===== src/rtl/add_pipe_signed.sv =====
// add_pipe_signed: pipelined signed adder/subtractor, one carry-chained slice per stage, valid/ready, overflow, optional saturation
// Ports: clk, reset (async, active-high); in_valid/in_ready with a, b, sub (0: a+b, 1: a-b);
//        out_valid/out_ready with sum, carry (unsigned carry-out, not-borrow on subtract), overflow (signed).
module add_pipe_signed #(
  parameter int Bits     = 64,
  parameter int Stages   = 4,
  parameter bit Saturate = 1'b0
) (
  input  logic            clk,
  input  logic            reset,
  input  logic            in_valid,
  output logic            in_ready,
  input  logic [Bits-1:0] a,
  input  logic [Bits-1:0] b,
  input  logic            sub,
  output logic            out_valid,
  input  logic            out_ready,
  output logic [Bits-1:0] sum,
  output logic            carry,
  output logic            overflow
);
  localparam int SB = Bits / Stages;
  localparam int UW = (Stages > 1) ? Bits - SB : 1;
  logic            w_en;
  logic [Bits-1:0] w_be;
  logic [Bits-1:0] w_raw;
  logic            w_am;
  logic            w_bm;
  // the whole pipe, bubbles included, moves only when the output slot is free or being taken
  assign w_en     = !out_valid || out_ready;
  assign in_ready = w_en;
  assign w_be     = sub ? ~b : b;
  for (genvar k = 0; k < Stages; k++) begin : g
    logic            r_v;
    logic            r_c;
    logic            r_am;
    logic            r_bm;
    logic [Bits-1:0] r_raw;
    logic            w_vi;
    logic            w_ci;
    logic            w_ami;
    logic            w_bmi;
    logic [SB-1:0]   w_as;
    logic [SB-1:0]   w_bs;
    logic [Bits-1:0] w_ri;
    logic [Bits-1:0] w_ro;
    logic [SB:0]     w_s;
    if (k == 0) begin : i
      assign w_vi  = in_valid;
      assign w_ci  = sub;
      assign w_ami = a[Bits-1];
      assign w_bmi = w_be[Bits-1];
      assign w_as  = a[SB-1:0];
      assign w_bs  = w_be[SB-1:0];
      assign w_ri  = '0;
    end else begin : i
      assign w_vi  = g[k-1].r_v;
      assign w_ci  = g[k-1].r_c;
      assign w_ami = g[k-1].r_am;
      assign w_bmi = g[k-1].r_bm;
      assign w_as  = g[k-1].d.r_a[(k-1)*SB +: SB];
      assign w_bs  = g[k-1].d.r_b[(k-1)*SB +: SB];
      assign w_ri  = g[k-1].r_raw;
    end
    assign w_s = {1'b0, w_as} + {1'b0, w_bs} + {{SB{1'b0}}, w_ci};
    always_comb begin
      w_ro = w_ri;
      w_ro[k*SB +: SB] = w_s[SB-1:0];
    end
    always_ff @(posedge clk or posedge reset)
      if (reset) begin
        r_v   <= 1'b0;
        r_c   <= 1'b0;
        r_am  <= 1'b0;
        r_bm  <= 1'b0;
        r_raw <= '0;
      end else if (w_en) begin
        r_v   <= w_vi;
        r_c   <= w_s[SB];
        r_am  <= w_ami;
        r_bm  <= w_bmi;
        r_raw <= w_ro;
      end
    // upper operand slices (a[Bits-1:SB], be[Bits-1:SB]) ride along until their stage consumes them
    if (k < Stages - 1) begin : d
      logic [UW-1:0] r_a;
      logic [UW-1:0] r_b;
      logic [UW-1:0] w_ua;
      logic [UW-1:0] w_ub;
      if (k == 0) begin : s
        assign w_ua = UW'(a >> SB);
        assign w_ub = UW'(w_be >> SB);
      end else begin : s
        assign w_ua = g[k-1].d.r_a;
        assign w_ub = g[k-1].d.r_b;
      end
      always_ff @(posedge clk or posedge reset)
        if (reset) begin
          r_a <= '0;
          r_b <= '0;
        end else if (w_en) begin
          r_a <= w_ua;
          r_b <= w_ub;
        end
    end
  end
  assign out_valid = g[Stages-1].r_v;
  assign carry     = g[Stages-1].r_c;
  assign w_raw     = g[Stages-1].r_raw;
  assign w_am      = g[Stages-1].r_am;
  assign w_bm      = g[Stages-1].r_bm;
  assign overflow  = (w_am == w_bm) && (w_raw[Bits-1] != w_am);
  // clamp toward the sign of a: 0x80..0 when a is negative, 0x7F..F otherwise
  assign sum       = (Saturate && overflow) ? {w_am, {(Bits-1){!w_am}}} : w_raw;
endmodule


===== config.mk =====
export PLATFORM = sky130hd
export DESIGN_NAME = add_pipe_signed
export DESIGN_NICKNAME = d
export VERILOG_FILES = /design/src/rtl/add_pipe_signed.sv
export SDC_FILE = /design/constraint.sdc
export NUM_CORES = 1
export LEC_CHECK = 0
export CORE_UTILIZATION = 50
export CTS_CLUSTER_DIAMETER = 60
export DETAILED_ROUTE_END_ITERATION = 8
export MAX_ROUTING_LAYER = met4
export PLACE_DENSITY = 0.73
export SETUP_SLACK_MARGIN = 0.5
export SLEW_MARGIN = 25
export SYNTH_ARGS = -nofsm -noshare
export SYNTH_HDL_FRONTEND = slang
export SYNTH_SLANG_ARGS = --single-unit

===== constraint.sdc =====
create_clock -name clk -period 21.3 [get_ports clk]
set_input_delay 4.26 -clock clk [delete_from_list [all_inputs] [get_ports clk]]
set_output_delay 4.26 -clock clk [all_outputs]
set_load 0.02 [all_outputs]

==> impl_metrics.py, run 1 <==
# Flow results
metrics = {
    "final_timing": {
        "layout_setup_ws_ns": 10.94,
        "min_period_ns": 10.37,
        "period_used_share": 0.487,
        "hold_ws_ns": 0.460,
        "finalSetupTns_ns": 0,
        "slew-limit-headroom": 0.327,
        "tightest_slew_ns": 1.01,
    },
    "place": {
        "place.port_buffers": 200,
        "placed_cell_area_mm2": 0.0191,
        "placedCellCount": 2442,
        "pre_cts_ws_ns": 10.96,
        "gp_congestion": 0.881,
        "hpwlAfterDp_mm": 24.4,
    },
    "floorplan": {
        "initCoreUtil": 0.512,
        "design.portCount": 201,
    },
    "finish": {
        "buf_share": 0.104,
        "drive_gt1_frac": 0.0387,
        "n_antenna_cell": 0,
        "logic_area_mm2": 0.00732,
        "inv_count": 10,
        "regArea_mm2": 0.00906,
        "num-nonclk-buffers": 211,
        "largest_cell_class": "flip-flops and latches",
        "nClkBuffers": 53,
        "design_area_mm2": 0.0203,
        "clk_share": 0.0610,
        "final_nets": 2243,
        "logic_gates": 1418,
    },
    "worst_hold_path": {
        "min_to": "sum[0]$_DFFE_PP0P_",
        "whs_path_depth": 2,
        "hold_path.startpoint": "sum[0]$_DFFE_PP0P_",
        "worstHoldPathType": "flop to flop",
    },
    "job": {
        "warning_count": 38,
    },
    "synth": {
        "syn_nets": 2087,
        "async_reset_ff_frac": 1.00,
        "top_area_frac": 0.540,
        "synth.avg_cell_area_um2": 8.90,
        "synth.largest_area_cell": "dfrtp_1",
        "compound_area_frac": 0.0957,
        "ys_ff": 362,
        "ys_types": 57,
        "ys_sh_simple": 0.224,
        "yosysCellCount": 1886,
        "logic_family": "simple AND/OR/NAND/NOR gates",
        "synth.top_cells.by_count": "nand2_1, dfrtp_1, o21ai_0",
        "synthFlopType": "dfrtp_1",
        "synthCells": 1886,
        "synthMuxAreaShare": 0.00619,
        "adder_share": 0.0538,
        "synthXorXnorAreaFrac": 0.0558,
        "synthTopCellsByArea": "dfrtp_1, nand2_1, ha_1",
    },
    "cts": {
        "cts_setup_buffers": 0,
        "clock_sinks": 362,
        "cts_root_buf": "clkbuf_16",
        "cts_resized": 0,
        "cts_inserted_buffers": 39,
        "ctsHtreeMaxLevel": 2,
        "tritoncts": "yes",
        "clockBufferDepth": 3,
    },
    "route": {
        "highest_layer": "met4",
        "route.layer.met1.wl_mm": 16.3,
        "dr_wl_met3_mm": 1.62,
        "wl_per_cell_um": 14.5,
        "drt-pass1-iter-count": 5,
        "antenna_left": 0,
        "dr_total_vias": 12800,
    },
    "global_routing": {
        "grt.busiest_layer": "met2",
        "grt_usage": 0.224,
        "grt_max_degree": 144,
        "grt_first_pass_wirelength_mm": 59.9,
        "use_met3": 0.0303,
    },
    "worst_setup_path": {
        "rrSetupSlack_ns": 17.93,
        "reg2regPathDepth": 5,
        "cp_cell_sequence": "clkdlybuf4s50_1 > nor2b_4 > inv_8 > clkdlybuf4s50_1",
        "path_max_fanout": 122,
        "setup.worst_path.end_class": "primary output",
        "required_ns": 17.04,
        "critPathMostFrequentCell": "clkdlybuf4s50_1",
        "r2r-end": "g[0].d.r_b[19]$_DFFE_PP0P_",
        "cp_slowest_cell": "clkdlybuf4s50_1",
        "start_kind": "input port",
        "timing.rr.start": "out_valid$_DFFE_PP0P_",
    },
    "power": {
        "switchingPower_w": 0.00118,
        "power_leakage_nw": 9.86,
        "power.group.top": "combinational logic",
        "pwr_density_cell_mw_per_mm2": 152,
        "p_seq_frac": 0.380,
        "pg_comb_w": 0.00127,
    },
    "outcome": {
        "status": "finished clean",
    },
}
-- run 1: worst register-to-register path: stages (launching register included) --
cell	delay, ns
dfrtp_1	0.41
nor2b_4	0.24
buf_4	0.69
buf_6	0.68
buf_4	0.90
o21ai_0	0.29
-- run 1: worst max-delay path by stage --
stage	start	to	slack, ns	cells past startpoint
global route	out_ready	in_ready	10.88	4
CTS	out_ready	in_ready	10.95	4
detailed placement	out_ready	in_ready	10.96	4
global placement	out_ready	in_ready	10.95	4
finish	out_ready	in_ready	10.94	4
floorplan	reset	carry$_DFFE_PP0P_	6.99	1
-- run 1: flip-flops by register name, indices dropped and copies added, names as in the netlist --
register and count:
g.r_bm 4, g.r_v 3, out_valid 1, g.d.r_a 93, g.r_am 4, g.d.r_b 93, carry 1, sum 64
g.r_c 3, g.r_raw 96
Fig. 1: run 1, supply network
Scale bar: 50 um. Pins as bars on the die edge. Tap cells in grey.
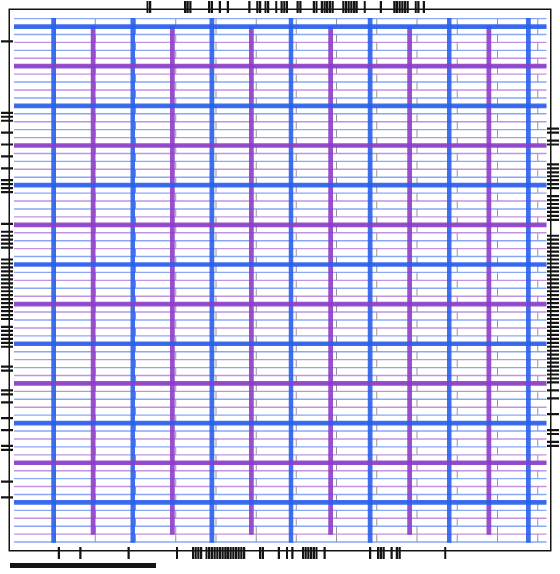
Key: VDD = purple; VSS = blue
67 met1 rails follow the rows. 201 signal pins sit on the boundary. The core has 66 rows. 13 straps on met5.
die width: 185 um
maximum vdd drop: 0.0000846 V
Die Ht: 185 um
Core ar.: 0.0328 mm^2

Fig. 2: run 1, cells coloured by class
Scale bar: 50 um.
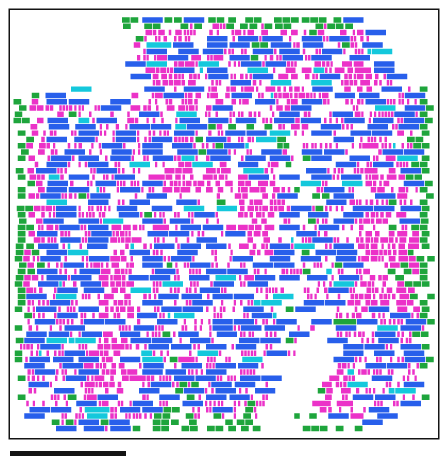
Key: combinational and other logic = magenta [cells 1,428, share of their area 37%]; clock drivers and dummy loads = cyan [cells 66, share of their area 6.3%]; other buffers and delay cells = green [cells 211, share of their area 11%]; flops = blue [cells 362, share of their area 46%]
fraction of area in registers: 0.445
Post-Route Utilization: 0.621

Fig. 3: run 1, routed clock nets over the placement
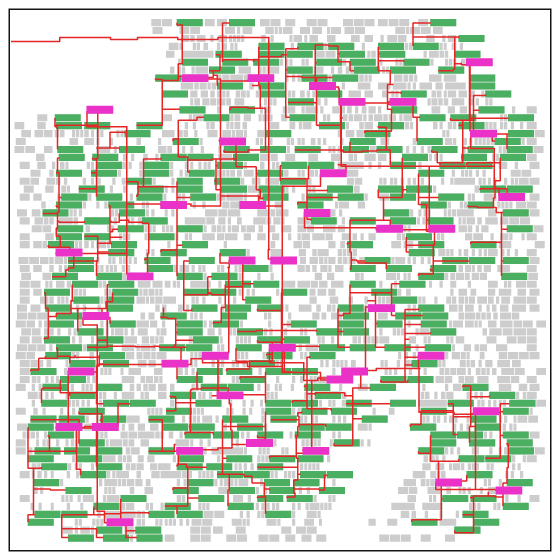
Key: clock wires = red [length 4,300 um]; flip-flops = green [count 362]; clock drivers = magenta [count 39]
There are 40 routed clock nets.
clock power share: 0.212
clk pwr: 0.000655 W
worst-case clock skew: 0.0163 ns

==> inputs of run 2 (changes only) <==
--- a/config.mk
+++ b/config.mk
@@ -9,7 +9,7 @@
 export CTS_CLUSTER_DIAMETER = 60
 export DETAILED_ROUTE_END_ITERATION = 8
 export MAX_ROUTING_LAYER = met4
-export PLACE_DENSITY = 0.73
+export PLACE_DENSITY = 0.76
 export SETUP_SLACK_MARGIN = 0.5
 export SLEW_MARGIN = 25
 export SYNTH_ARGS = -nofsm -noshare
==> constraint.sdc (replaced) <==
create_clock -name clk -period 9.2 [get_ports clk]
set_input_delay 1.84 -clock clk [delete_from_list [all_inputs] [get_ports clk]]
set_output_delay 1.84 -clock clk [all_outputs]
set_load 0.02 [all_outputs]
Fig. 4: run 2, routed clock nets over the placement
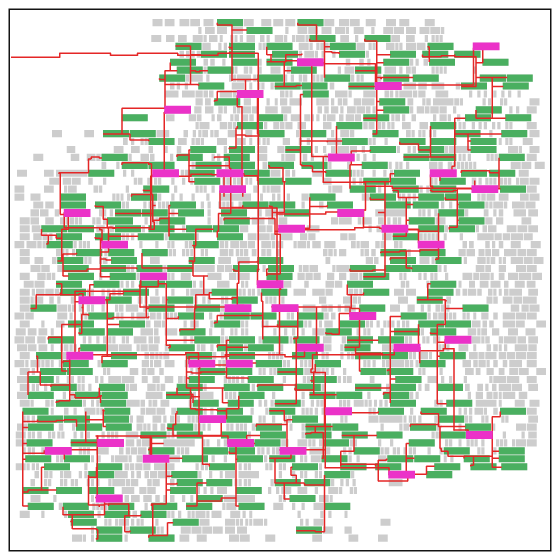
Key: clock wires = red [length 4,300 um]; clock drivers = magenta [count 39]; flip-flops = green [count 362]
There are 40 routed clock nets. Position of the flops: spread over the die.

Fig. 5: run 2, cells coloured by class
Scale bar: 50 um.
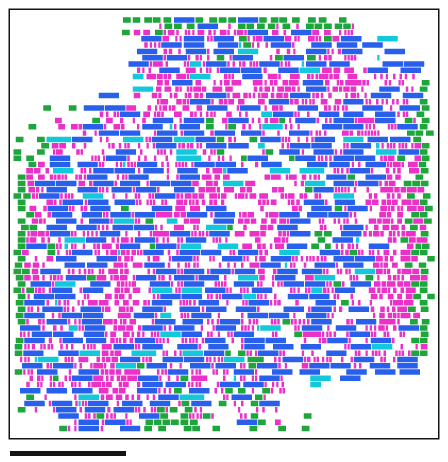
Key: combinational and other logic = magenta [cells 1,428, share of their area 37%]; flops = blue [cells 362, share of their area 46%]; other buffers and delay cells = green [cells 211, share of their area 11%]; clock drivers and dummy loads = cyan [cells 70, share of their area 6.7%]
Design Area, Final: 0.0204 mm^2
Post-Route Utilization: 0.622
fraction of area in registers: 0.444
row count: 66

==> run 2 against run 1 <==
Sequential share of layout area is 0.13 points lower. First-iteration DRC count is 31% higher. Die size stayed put. Non-clock buffer count stayed put. Count of clock-buffer cells in the layout is 5 higher. Area after synthesis stayed put. Critical path type unchanged. Critical path depth is 1 higher. Synthesized cell count stayed put. Global-route usage is 0.31 points higher.
==> impl_metrics.py, run 2 <==
# Flow results
metrics = {
    "place": {
        "place.port_buffers": 200,
        "pre_cts_ws_ns": 3.12,
        "placed_cell_area_mm2": 0.0191,
        "placedCellCount": 2443,
        "hpwlAfterDp_mm": 24.7,
        "gp_congestion": 0.915,
    },
    "global_routing": {
        "use_met2": 0.366,
        "antenna_found_initial": 0,
        "grt.busiest_layer": "met2",
        "met1_usage": 0.298,
        "grt_usage": 0.227,
        "grt_first_pass_wirelength_mm": 61.1,
        "grt_max_degree": 158,
        "grt.overflow.total": 0,
        "use_met3": 0.0368,
    },
    "synth": {
        "synthFlopType": "dfrtp_1",
        "synth.top_cells.by_count": "nand2_1, dfrtp_1, o21ai_0",
        "adder_share": 0.0538,
        "ys_sh_simple": 0.224,
        "enable_flop_cells": 0,
        "synth.avg_cell_area_um2": 8.90,
        "async_reset_ff_frac": 1.00,
        "compound_area_frac": 0.0957,
        "synthTopCellsByArea": "dfrtp_1, nand2_1, ha_1",
        "syn_nets": 2087,
        "synthMuxAreaShare": 0.00619,
        "yosys.stat.seqShare": 0.540,
        "synth.largest_area_cell": "dfrtp_1",
        "yosysCellCount": 1886,
        "synthCells": 1886,
        "ys_types": 57,
        "synth.most_common_cell": "nand2_1",
        "ys_ff": 362,
        "synthXorXnorAreaFrac": 0.0558,
        "logic_family": "simple AND/OR/NAND/NOR gates",
        "top_area_frac": 0.540,
        "netlist_area_mm2": 0.0168,
    },
    "floorplan": {
        "design.portCount": 201,
        "initCoreUtil": 0.512,
        "die_y_um": 185,
        "fp.dieW_um": 185,
        "dieArea_mm2": 0.0343,
        "core_area_mm2": 0.0328,
    },
    "worst_setup_path": {
        "path_class": "input port to primary output",
        "start_kind": "input port",
        "reg2regPathDepth": 7,
        "setup.worst_path.end_class": "primary output",
        "cp_cell_sequence": "clkdlybuf4s50_1 > nor2b_4 > buf_4 > inv_8 > clkdlybuf4s50_1",
        "crit_buf_inv": 4,
        "cp.depth": 5,
        "critPathMostFrequentCell": "clkdlybuf4s50_1",
        "cpPeakStageDelay_ns": 0.68,
        "crit_family": "buffers and inverters",
        "path_max_fanout": 129,
        "required_ns": 7.36,
        "cp_slowest_cell": "clkdlybuf4s50_1",
    },
    "final_timing": {
        "max_freq_ghz": 0.164,
        "period_used_share": 0.661,
        "min_period_ns": 6.08,
        "hold_ws_ns": 0.450,
        "slew-limit-headroom": 0.349,
        "setup-violations-final": 0,
        "finalSetupTns_ns": 0,
        "tightest_slew_ns": 0.976,
        "layout_setup_ws_ns": 3.12,
        "finClkSkew_ns": 0.0245,
    },
    "cts": {
        "cts_root_buf": "clkbuf_16",
        "cts_resized": 0,
        "ctsHtreeMaxLevel": 2,
        "tritoncts": "yes",
        "ctsHoldBuffers": 0,
        "clock_sinks": 362,
        "path_clk_slew_ns": 0.06,
        "clockBufferDepth": 3,
        "cts_setup_buffers": 0,
        "cts_inserted_buffers": 39,
    },
    "finish": {
        "regArea_mm2": 0.00906,
        "final_nets": 2243,
        "drive_gt1_frac": 0.0386,
        "logic_gates": 1418,
        "layout_top_cells": "nand2_1, dfrtp_1, clkdlybuf4s50_1",
        "largest_cell_class": "flip-flops and latches",
        "clk_share": 0.0649,
        "sh_comb_area": 0.359,
        "n_antenna_cell": 0,
        "num-nonclk-buffers": 211,
        "logic_area_mm2": 0.00732,
        "fin_cells": 2513,
        "inv_count": 10,
        "largestRegisters": "g.r_raw: 96 flops, g.d.r_a: 93 flops, g.d.r_b: 93 flops",
        "buf_share": 0.103,
        "largest_reg_flops": 96,
        "nClkBuffers": 58,
        "regMostFlops": "g.r_raw",
    },
    "route": {
        "viasPerCell": 5.11,
        "route.layer.met1.wl_mm": 16.7,
        "wl_per_cell_um": 14.6,
        "highest_layer": "met4",
        "dr_total_vias": 12800,
        "antenna_left": 0,
        "drt-pass1-iter-count": 5,
        "dr_wl_met3_mm": 1.66,
    },
    "power": {
        "pwr_density_cell_mw_per_mm2": 355,
        "ir_drop_v": 0.000183,
        "power_leakage_nw": 9.89,
    },
    "outcome": {
        "status": "finished clean",
    },
    "job": {
        "warning_count": 37,
    },
    "worst_hold_path": {
        "whs_path_depth": 1,
        "worstHoldPathType": "flop to flop",
    },
}
run 2: cell counts after synthesis:
No cell type changed its count.
run 2: path summary, 6_finish.rpt:
kind,start,endpoint,slack (ns)
min in group asynchronous,reset,g[0].r_v$_DFFE_PP0P_,1.80
max in group asynchronous,reset,g[0].d.r_b[10]$_DFFE_PP0P_,5.40
hold reg to reg,g[2].r_v$_DFFE_PP0P_,out_valid$_DFFE_PP0P_,0.45
setup reg to reg,out_valid$_DFFE_PP0P_,g[2].r_raw[47]$_DFFE_PP0P_,5.79
setup / recovery,out_ready,in_ready,3.12
hold / removal,g[2].r_v$_DFFE_PP0P_,out_valid$_DFFE_PP0P_,0.45
run 2: power by group:
group / switching, W / internal, W
clock: 0.000634 / 0.000962
sequential: 0.000423 / 0.00231
combinational: 0.00170 / 0.00122
total: 0.00275 / 0.00449
==> inputs of run 3 (changes only) <==
--- a/config.mk
+++ b/config.mk
@@ -9,7 +9,7 @@
 export CTS_CLUSTER_DIAMETER = 60
 export DETAILED_ROUTE_END_ITERATION = 8
 export MAX_ROUTING_LAYER = met4
-export PLACE_DENSITY = 0.76
+export PLACE_DENSITY = 0.73
 export SETUP_SLACK_MARGIN = 0.5
 export SLEW_MARGIN = 25
 export SYNTH_ARGS = -nofsm -noshare
==> constraint.sdc (replaced) <==
create_clock -name clk -period 5.6 [get_ports clk]
set_input_delay 1.12 -clock clk [delete_from_list [all_inputs] [get_ports clk]]
set_output_delay 1.12 -clock clk [all_outputs]
set_load 0.02 [all_outputs]
Fig. 6: run 3, supply network
Scale bar: 50 um. Pins as bars on the die edge. Tap cells in grey.
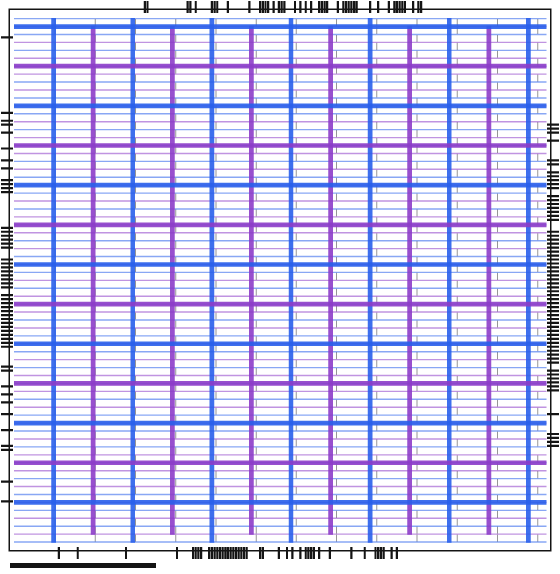
Key: VSS = blue; VDD = purple
The core has 66 rows. 201 signal pins sit on the boundary. 67 met1 rails follow the rows. 442 tap cells. 13 straps on met4.

Fig. 7: run 3, routed clock nets over the placement
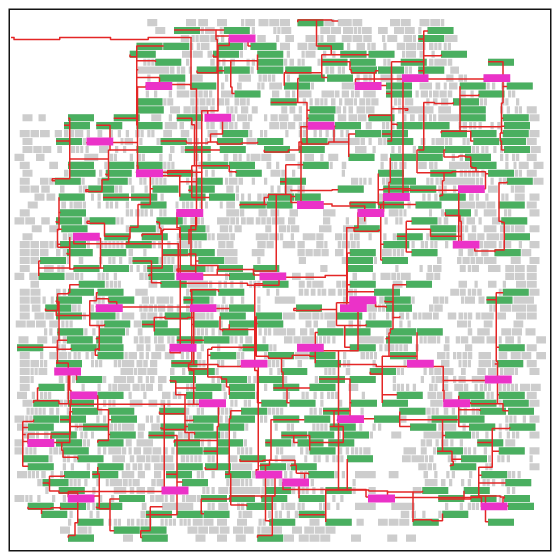
Key: flip-flops = green [count 362]; clock wires = red [length 4,310 um]; clock drivers = magenta [count 39]
There are 40 routed clock nets. Position of the flops: spread over the die.

==> run 3 against run 2 <==
Worst hold slack better by 0.011 ns. Routed wire length up 0.46%. Clock skew down 0.0051 ns. Power up 65%. Area after synthesis unchanged. Critical path type unchanged. Critical endpoint unchanged. Largest power group unchanged.
==> impl_metrics.py, run 3 <==
# Flow results
metrics = {
    "route": {
        "wl_per_cell_um": 14.6,
        "drc": 0,
        "antenna_left": 0,
        "viasPerCell": 5.09,
        "routed_wl_mm": 36.8,
        "drt-pass1-iter-count": 5,
        "dr_total_vias": 12800,
        "drtIter0Drc": 838,
    },
    "synth": {
        "compound_area_frac": 0.0957,
        "ys_area_mm2": 0.0168,
        "async_reset_ff_frac": 1.00,
        "enable_flop_cells": 0,
        "synth.most_common_cell": "nand2_1",
        "synthMuxAreaShare": 0.00619,
        "top_area_frac": 0.540,
        "synthTopCellsByArea": "dfrtp_1, nand2_1, ha_1",
        "ys_ff": 362,
        "logic_family": "simple AND/OR/NAND/NOR gates",
        "ys_sh_simple": 0.224,
        "ys_types": 57,
        "adder_share": 0.0538,
        "yosysCellCount": 1886,
        "yosys.stat.seqShare": 0.540,
        "yosys_warnings": 0,
        "synth.top_cells.by_count": "nand2_1, dfrtp_1, o21ai_0",
        "synth.avg_cell_area_um2": 8.90,
        "synth.largest_area_cell": "dfrtp_1",
        "synthFlopType": "dfrtp_1",
        "syn_nets": 2087,
        "netlist_area_mm2": 0.0168,
        "synthXorXnorAreaFrac": 0.0558,
        "synthCells": 1886,
    },
    "global_routing": {
        "antenna_found_initial": 1,
        "grt.overflow.total": 0,
        "grt_first_pass_wirelength_mm": 61.1,
        "grt_pass1_vias": 12400,
        "grt_max_degree": 247,
        "grt_usage": 0.228,
    },
    "final_timing": {
        "finClkSkew_ns": 0.0194,
        "slew_viol_final": 0,
        "min_period_ns": 3.77,
        "rsz0062_at_grt": "false",
        "layout_setup_ws_ns": 1.83,
        "finalSetupTns_ns": 0,
        "max_freq_ghz": 0.265,
        "finalHoldViolations": 0,
        "setup-violations-final": 0,
        "slew-limit-headroom": 0.289,
        "period_used_share": 0.674,
        "tightest_slew_ns": 1.07,
        "hold_ws_ns": 0.461,
    },
    "power": {
        "clkPwrFrac": 0.227,
        "pg_comb_w": 0.00478,
        "p_int_w": 0.00748,
        "pwr_density_cell_mw_per_mm2": 585,
        "switchingPower_w": 0.00450,
        "clk-power_w": 0.00272,
        "seq-power_w": 0.00448,
        "swShare": 0.375,
        "p_seq_frac": 0.374,
        "power.group.top": "combinational logic",
        "ir_drop_v": 0.000477,
        "combinationalPowerShare": 0.399,
        "power_leakage_nw": 9.93,
    },
    "cts": {
        "clock_sinks": 362,
        "cts_resized": 0,
        "cts_setup_buffers": 0,
        "ctsHoldBuffers": 0,
        "cts_root_buf": "clkbuf_16",
        "clockBufferDepth": 3,
        "ctsHtreeMaxLevel": 2,
        "path_clk_slew_ns": 0.05,
        "tritoncts": "yes",
        "cts_inserted_buffers": 39,
    },
    "worst_setup_path": {
        "start_kind": "input port",
        "crit_start": "out_ready",
        "timing.rr.start": "out_valid$_DFFE_PP0P_",
        "path_class": "input port to primary output",
        "crit_family": "buffers and inverters",
        "cp_slowest_cell": "clkdlybuf4s50_1",
        "r2r-end": "sum[63]$_DFFE_PP0P_",
        "reg2regPathDepth": 6,
        "crit_buf_inv": 3,
        "endpoint": "in_ready",
        "cp_cell_sequence": "clkdlybuf4s50_1 > nor2b_4 > inv_8 > clkdlybuf4s50_1",
        "path_max_fanout": 42,
        "rrSetupSlack_ns": 2.49,
        "setup.worst_path.end_class": "primary output",
        "required_ns": 4.48,
        "critPathMostFrequentCell": "clkdlybuf4s50_1",
        "cp.depth": 4,
        "cpPeakStageDelay_ns": 0.72,
    },
    "finish": {
        "drive_gt1_frac": 0.0415,
        "design_area_mm2": 0.0205,
        "regMostFlops": "g.r_raw",
        "fin_cells": 2514,
        "fin_util": 0.625,
        "logic_area_mm2": 0.00732,
        "layout_top_cells": "nand2_1, dfrtp_1, clkdlybuf4s50_1",
        "final_nets": 2242,
        "final_common_cell": "nand2_1",
        "largestRegisters": "g.r_raw: 96 flops, g.d.r_a: 93 flops, g.d.r_b: 93 flops",
        "regArea_mm2": 0.00906,
        "largest_reg_flops": 96,
    },
    "worst_hold_path": {
        "worstHoldPathType": "flop to flop",
        "hold_path.startpoint": "g[2].r_v$_DFFE_PP0P_",
        "min_to": "g[2].r_v$_DFFE_PP0P_",
        "whs_path_depth": 2,
    },
    "floorplan": {
        "die_y_um": 185,
        "design.portCount": 201,
        "num_rows": 66,
        "core_area_mm2": 0.0328,
        "dieArea_mm2": 0.0343,
        "fp.dieW_um": 185,
        "initCoreUtil": 0.512,
    },
    "job": {
        "max_cap_violations": 0,
        "warning_count": 38,
    },
    "outcome": {
        "status": "finished clean",
    },
    "place": {
        "placed_cell_area_mm2": 0.0191,
        "gp_congestion": 0.871,
        "pre_cts_ws_ns": 1.48,
        "place.port_buffers": 200,
        "hpwlAfterDp_mm": 24.7,
        "placedCellCount": 2442,
    },
}
[run 3: cell counts after synthesis]
Identical to the previous run, type by type.
[run 3: final cells by class]
type / instances / area share
multi-input cells: 1418 / 0.357
well taps: 442 / 0.0270
inverters: 10 / 0.00238
diodes: 1 / 0.000122
clock inverters: 19 / 0.0133
flip-flops and latches: 362 / 0.442
clock buffers: 52 / 0.0540
repair buffers: 210 / 0.104
[run 3: worst register-to-register path, cell delays in order (launching register included)]
cell and delay (ns):
dfrtp_1 0.41, nor2b_4 0.27, buf_12 0.61, buf_4 1.19, nor3b_1 0.13, a21oi_1 0.17, o311ai_0 0.15
[run 3: metal layers]
metal,part of all wire,global-route usage
met3,0.044,0.0309
met1,0.45,0.306
met4,0.021,0.0618
met5,0,-
met2,0.48,0.365
Power figures rest on the tool's default switching activity, not on a simulated workload.
